## src/rtl/zx_pkg.sv

```systemverilog
// Shared ZX frame geometry and loader state encoding, used by the loader and the renderer.
package zx_pkg;

    localparam int PIXEL_BYTES   = 6144;
    localparam int ATTR_BYTES    = 768;
    localparam int INFO_BYTES    = 256;
    localparam int FRAME_BYTES   = PIXEL_BYTES + ATTR_BYTES + INFO_BYTES;
    localparam int BORDER_OFFSET = 7040;
    localparam int AW            = 13;

    typedef enum logic [1:0] {
        ST_IDLE,
        ST_RECV,
        ST_DONE,
        ST_SKIP
    } loader_state_t;

endpackage

```

## src/rtl/spi_sampler.sv

```systemverilog
// Oversamples raw SPI pins in the pixel-clock domain and assembles MSB-first bytes.
module spi_sampler (
    input  logic       PixelClk,
    input  logic       RST,
    input  logic       spi_clk,
    input  logic       spi_dat,
    input  logic       spi_cs,
    input  logic       clear,
    output logic       byte_valid,
    output logic [7:0] rx_byte,
    output logic       cs_fall,
    output logic       cs_rise
);

    logic       clk_s1, clk_s2, clk_s3;
    logic       cs_s1, cs_s2, cs_s3;
    logic       dat_s1, dat_s2;
    logic [2:0] bit_cnt;
    logic [6:0] shreg;
    logic       clk_rise;

    // Idle levels: clock low, chip select released.
    always_ff @(posedge PixelClk or posedge RST) begin
        if (RST) begin
            clk_s1 <= 1'b0; clk_s2 <= 1'b0; clk_s3 <= 1'b0;
            cs_s1  <= 1'b1; cs_s2  <= 1'b1; cs_s3  <= 1'b1;
            dat_s1 <= 1'b0; dat_s2 <= 1'b0;
        end else begin
            clk_s1 <= spi_clk; clk_s2 <= clk_s1; clk_s3 <= clk_s2;
            cs_s1  <= spi_cs;  cs_s2  <= cs_s1;  cs_s3  <= cs_s2;
            dat_s1 <= spi_dat; dat_s2 <= dat_s1;
        end
    end

    assign clk_rise = clk_s2 & ~clk_s3;
    assign cs_fall  = ~cs_s2 & cs_s3;
    assign cs_rise  = cs_s2 & ~cs_s3;

    // NOTE: state registers use non-blocking assignments so every flop samples pre-edge values.
    always_ff @(posedge PixelClk or posedge RST) begin
        if (RST) begin
            bit_cnt    <= 3'd0;
            shreg      <= 7'd0;
            byte_valid <= 1'b0;
            rx_byte    <= 8'd0;
        end else begin
            byte_valid <= 1'b0;
            if (clear) begin
                bit_cnt <= 3'd0;
            end else if (clk_rise && !cs_s2) begin
                shreg   <= {shreg[5:0], dat_s2};
                bit_cnt <= bit_cnt + 3'd1;
                if (bit_cnt == 3'd7) begin
                    byte_valid <= 1'b1;
                    rx_byte    <= {shreg, dat_s2};
                end
            end
        end
    end

endmodule

```

## src/rtl/zx_frame_loader.sv

```systemverilog
// Sequences SPI frame uploads into the back bank of a double-buffered frame RAM and commits at vsync.
module zx_frame_loader
    import zx_pkg::*;
#(
    parameter int FRAME_LEN  = FRAME_BYTES,
    parameter int BORDER_IDX = BORDER_OFFSET,
    parameter int ADDR_W     = AW
) (
    input  logic              PixelClk,
    input  logic              RST,
    input  logic              spi_clk,
    input  logic              spi_dat,
    input  logic              spi_cs,
    input  logic              vsync,
    output logic              wr_en,
    output logic [ADDR_W:0]   wr_addr,
    output logic [7:0]        wr_data,
    output logic              rd_bank,
    output logic [2:0]        border,
    output logic [7:0]        frame_cnt,
    output logic              short_err,
    output logic [7:0]        drop_cnt
);

    loader_state_t     state, state_nxt;
    logic              byte_valid, cs_fall, cs_rise;
    logic [7:0]        rx_byte;
    logic [ADDR_W-1:0] idx;
    logic              pending, vsync_q, commit;
    logic [2:0]        border_shadow;
    logic              start_recv, start_skip, do_write, last_byte, short_pulse;

    spi_sampler u_sampler (
        .PixelClk   (PixelClk),
        .RST        (RST),
        .spi_clk    (spi_clk),
        .spi_dat    (spi_dat),
        .spi_cs     (spi_cs),
        .clear      (cs_fall),
        .byte_valid (byte_valid),
        .rx_byte    (rx_byte),
        .cs_fall    (cs_fall),
        .cs_rise    (cs_rise)
    );

    always_ff @(posedge PixelClk or posedge RST) begin
        if (RST) state <= ST_IDLE;
        else     state <= state_nxt;
    end

    // NOTE: every signal driven here gets a default first, so no path can infer a latch.
    always_comb begin
        state_nxt   = state;
        start_recv  = 1'b0;
        start_skip  = 1'b0;
        do_write    = 1'b0;
        last_byte   = 1'b0;
        short_pulse = 1'b0;
        case (state)
            ST_IDLE: if (cs_fall) begin
                if (pending) begin
                    state_nxt  = ST_SKIP;
                    start_skip = 1'b1;
                end else begin
                    state_nxt  = ST_RECV;
                    start_recv = 1'b1;
                end
            end
            ST_RECV: begin
                if (byte_valid) begin
                    do_write = 1'b1;
                    if (idx == ADDR_W'(FRAME_LEN - 1)) begin
                        last_byte = 1'b1;
                        state_nxt = ST_DONE;
                    end
                end
                // A release that coincides with the final byte is a complete frame, not a short one.
                if (cs_rise) begin
                    state_nxt   = ST_IDLE;
                    short_pulse = !last_byte;
                end
            end
            ST_DONE, ST_SKIP: if (cs_rise) state_nxt = ST_IDLE;
            default: state_nxt = ST_IDLE;
        endcase
    end

    // pending is the pre-edge value, so a frame finishing on a vsync edge waits for the next one.
    assign commit = vsync & ~vsync_q & pending;

    always_ff @(posedge PixelClk or posedge RST) begin
        if (RST) begin
            wr_en         <= 1'b0;
            wr_addr       <= '0;
            wr_data       <= 8'd0;
            rd_bank       <= 1'b0;
            border        <= 3'b111;
            border_shadow <= 3'b111;
            frame_cnt     <= 8'd0;
            drop_cnt      <= 8'd0;
            short_err     <= 1'b0;
            idx           <= '0;
            pending       <= 1'b0;
            vsync_q       <= 1'b0;
        end else begin
            vsync_q   <= vsync;
            wr_en     <= do_write;
            short_err <= short_pulse;
            if (start_recv) idx <= '0;
            if (start_skip && drop_cnt != 8'hFF) drop_cnt <= drop_cnt + 8'd1;
            if (do_write) begin
                wr_addr <= {~rd_bank, idx};
                wr_data <= rx_byte;
                idx     <= idx + 1'b1;
                if (idx == ADDR_W'(BORDER_IDX)) border_shadow <= rx_byte[2:0];
            end
            if (commit) begin
                rd_bank   <= ~rd_bank;
                border    <= border_shadow;
                frame_cnt <= frame_cnt + 8'd1;
                pending   <= 1'b0;
            end
            if (last_byte) pending <= 1'b1;
        end
    end

endmodule

```

## config.mk

```make
export PLATFORM = sky130hd
export DESIGN_NAME = zx_frame_loader
export DESIGN_NICKNAME = d
export VERILOG_FILES = /design/src/rtl/zx_pkg.sv /design/src/rtl/spi_sampler.sv /design/src/rtl/zx_frame_loader.sv
export SDC_FILE = /design/constraint.sdc
export NUM_CORES = 1
export LEC_CHECK = 0
export CAP_MARGIN = 25
export CORE_MARGIN = 4
export CORE_UTILIZATION = 40
export CTS_CLUSTER_DIAMETER = 60
export CTS_CLUSTER_SIZE = 28
export DETAILED_ROUTE_END_ITERATION = 10
export GPL_TIMING_DRIVEN = 0
export HOLD_SLACK_MARGIN = 0.02
export MAX_ROUTING_LAYER = met4
export SYNTH_ARGS = -nofsm -noshare
export SYNTH_HDL_FRONTEND = slang
export SYNTH_SLANG_ARGS = --single-unit
```

## constraint.sdc

```tcl
create_clock -name PixelClk -period 6.9 [get_ports PixelClk]
set_clock_uncertainty 0.15 [all_clocks]
set_input_delay 1.725 -clock PixelClk [delete_from_list [all_inputs] [get_ports PixelClk]]
set_output_delay 1.725 -clock PixelClk [all_outputs]
set_load 0.01 [all_outputs]
```

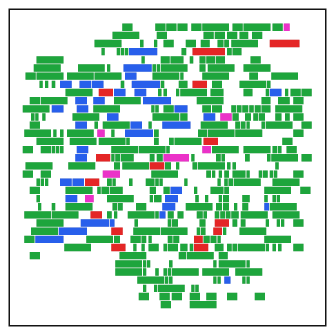
Fig. 1. Cells by drive strength.
Scale: 3 px per µm.
[red] drive 6 and up | cells: 15 | most used: clkbuf_8
[blue] drive 2 | cells: 37 | most used: mux2_2
[green] drive 1 or less | cells: 346 | most used: nand2_1
[magenta] drive 3 to 4 | cells: 7 | most used: clkinv_4
post-layout instance area: 0.00463 mm²
synthesis-to-finish area growth: 23.0%

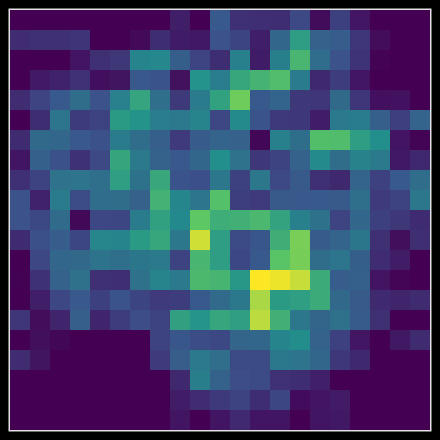
Fig. 2. Wiring heat map.
Scale: 4 px per µm. 21 x 21 tiles, from dark purple (low) to yellow (high), scaled to the fullest tile. Values are wire area over tile area, all layers added.
mean over tiles: 0.10
densest ninth of the die: centre
nearly empty tiles: 21%
emptiest ninth of the die: lower left
via count: 2,602
Tot GR Track Use: 0.145

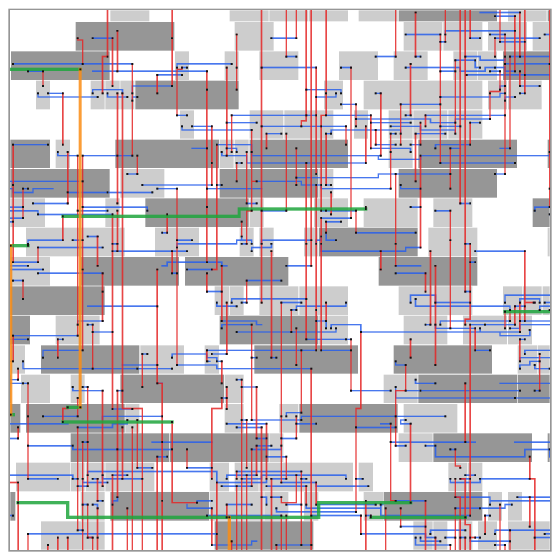
Fig. 3. Layout detail.
Window x 28 to 78, y 49 to 99 µm. Cells in grey, sequential cells in the stronger grey; small squares are vias.
[red] met2
[blue] met1
[green] met3
[orange] met4
netlist names of flops here include: frame_cnt (5), border (3), border_shadow (3)
most frequent: nand2_1 (28), dfrtp_1 (23), clkdlybuf4s50_1 (9)
sequential cells in the window: 29
cells with their middle in the window: 127

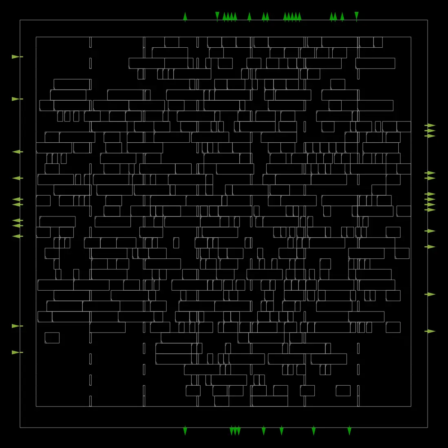
Fig. 4. Cell placement.
flip-flop and latch share of the layout cell area: 0.494
standard-cell row count: 35
post-route insts no fill: 516
final design utilization: 0.504

==> notes.md <==
Update from the flow run.

The critical path launch point type is a flop. The critical path data required time is 5030 ps. The internal power contribution is around 800 µW.

The clock group total power is 375 µW. The end point of the most critical hold path is u_sampler.cs_s2. Leaving out fill and tap cells, the most frequent cells in the layout are sky130_fd_sc_hd__nand2_1 (98), sky130_fd_sc_hd__dfrtp_1 (82), sky130_fd_sc_hd__clkdlybuf4s50_1 (49).

Synthesis produced a netlist with a net count of 351. The analysis attributes to net switching a power of 301 µW. According to the report, the first pass of detailed routing completed in 4 iterations. The detailed-route wire length is 7.27 mm.

By area the synthesized netlist is led by sky130_fd_sc_hd__dfrtp_1 (55%), sky130_fd_sc_hd__nand2_1 (9.8%), sky130_fd_sc_hd__dfstp_2 (6.3%). The routability congestion estimate is ~0.83. The number of design rule violations left after detail routing is 0. The stat command in Yosys gives a chip area of 0.00376 mm². The final-stage net count is 412. The post-placement cell area is 0.00442 mm². Of the synthesized area, sequential elements account for 0.608. STA lists the startpoint of the worst hold path as u_sampler.cs_s1. The total met3 wirelength after detailed routing is 294 µm. After layout, the worst setup slack is 3580 ps.

Per the post-place timing report, worst setup slack is 3550 ps. The die is ~110 µm wide. The most used flip-flop cell after synthesis is sky130_fd_sc_hd__dfrtp_1. The average instance in the mapped netlist occupies 11.1 µm². The CTS tree is built. The number of antenna violations at the first check in global routing was 0. The count of endpoints failing setup in the final report is 0.

The number of sequential cells reported for the layout is 91. The number of clock buffers in the layout is 9. In the synthesized netlist, the dominant kind of combinational cell is simple AND/OR/NAND/NOR gates. The element type at the critical path end is an output port. The design draws 1120 µW. The total number of H-tree levels is 3. In the routed layout, each cell is associated on average with a via count of 5.04.

The leakage power is approximately 0.0021 µW. The flow ran to the end, and the final reports show no timing, DRC or antenna violations. The number of OpenROAD warnings is 27.

The largest register by flop count is wr_addr. The power consumed by sequential cells is 614 µW. Of the cells placed in the final design, the portion with a size suffix greater than 1 is 0.146. The non-clock buffer total of the final layout is 58. For this design, the sink count on the clock tree is 91. The cell with the largest stage delay on the worst path is sky130_fd_sc_hd__dfstp_2. By area, the class that comes first in the final layout consists of registers.

The wire length per cell is 14.1 µm. From bottom edge to top edge, the die measures 105 µm. The later-pin clock latency in the skew report is 370 ps.

After filler insertion, the fill cell instance count of the layout stands at 855. The post-synth register bit count is 91. The OpenROAD report gives the critical path a data arrival time of ~1500 ps. The commonest cells after synthesis are sky130_fd_sc_hd__nand2_1 (98), sky130_fd_sc_hd__dfrtp_1 (82), sky130_fd_sc_hd__mux2_2 (20).

The tap cell count is 111. The kind of critical path is flop to output port. The number of setup buffers added after CTS is 0. The capture instance of the worst register-to-register path is drop_cnt[5]. Post-CTS repair changed the size of 0 cells.

For met3 alone, demand over resource in global routing was 0.0327. Leaving out buffers and inverters, the combinational logic in the layout accounts for 0.00141 mm². Per the final report, the share of cell area in non-clock buffers is 0.120. Hold timing on the final database bottoms out at a slack of 205 ps. The setup TNS after final layout is 0 ps.

The final design was reported to hold multi-input combinational gates totalling 232. Leaving out fill and tap cells, the most frequent cell in the layout is sky130_fd_sc_hd__nand2_1. The count of final max-slew check failures is 0. The largest registers in the layout are wr_addr (14), idx (13).

CTS added clock buffers totalling 9. The time the final worst path needs with I/O delays and setup is 3320 ps. The number of buffer cells added on primary ports is 49.

Together, buffers and inverters on the worst path number 1. The layout report lists the combined flip-flop and latch area as 0.00229 mm². The fraction of synthesized area in multiplexers is 0.0734.
No activity file was given, so power comes from the tool's default toggle rates.
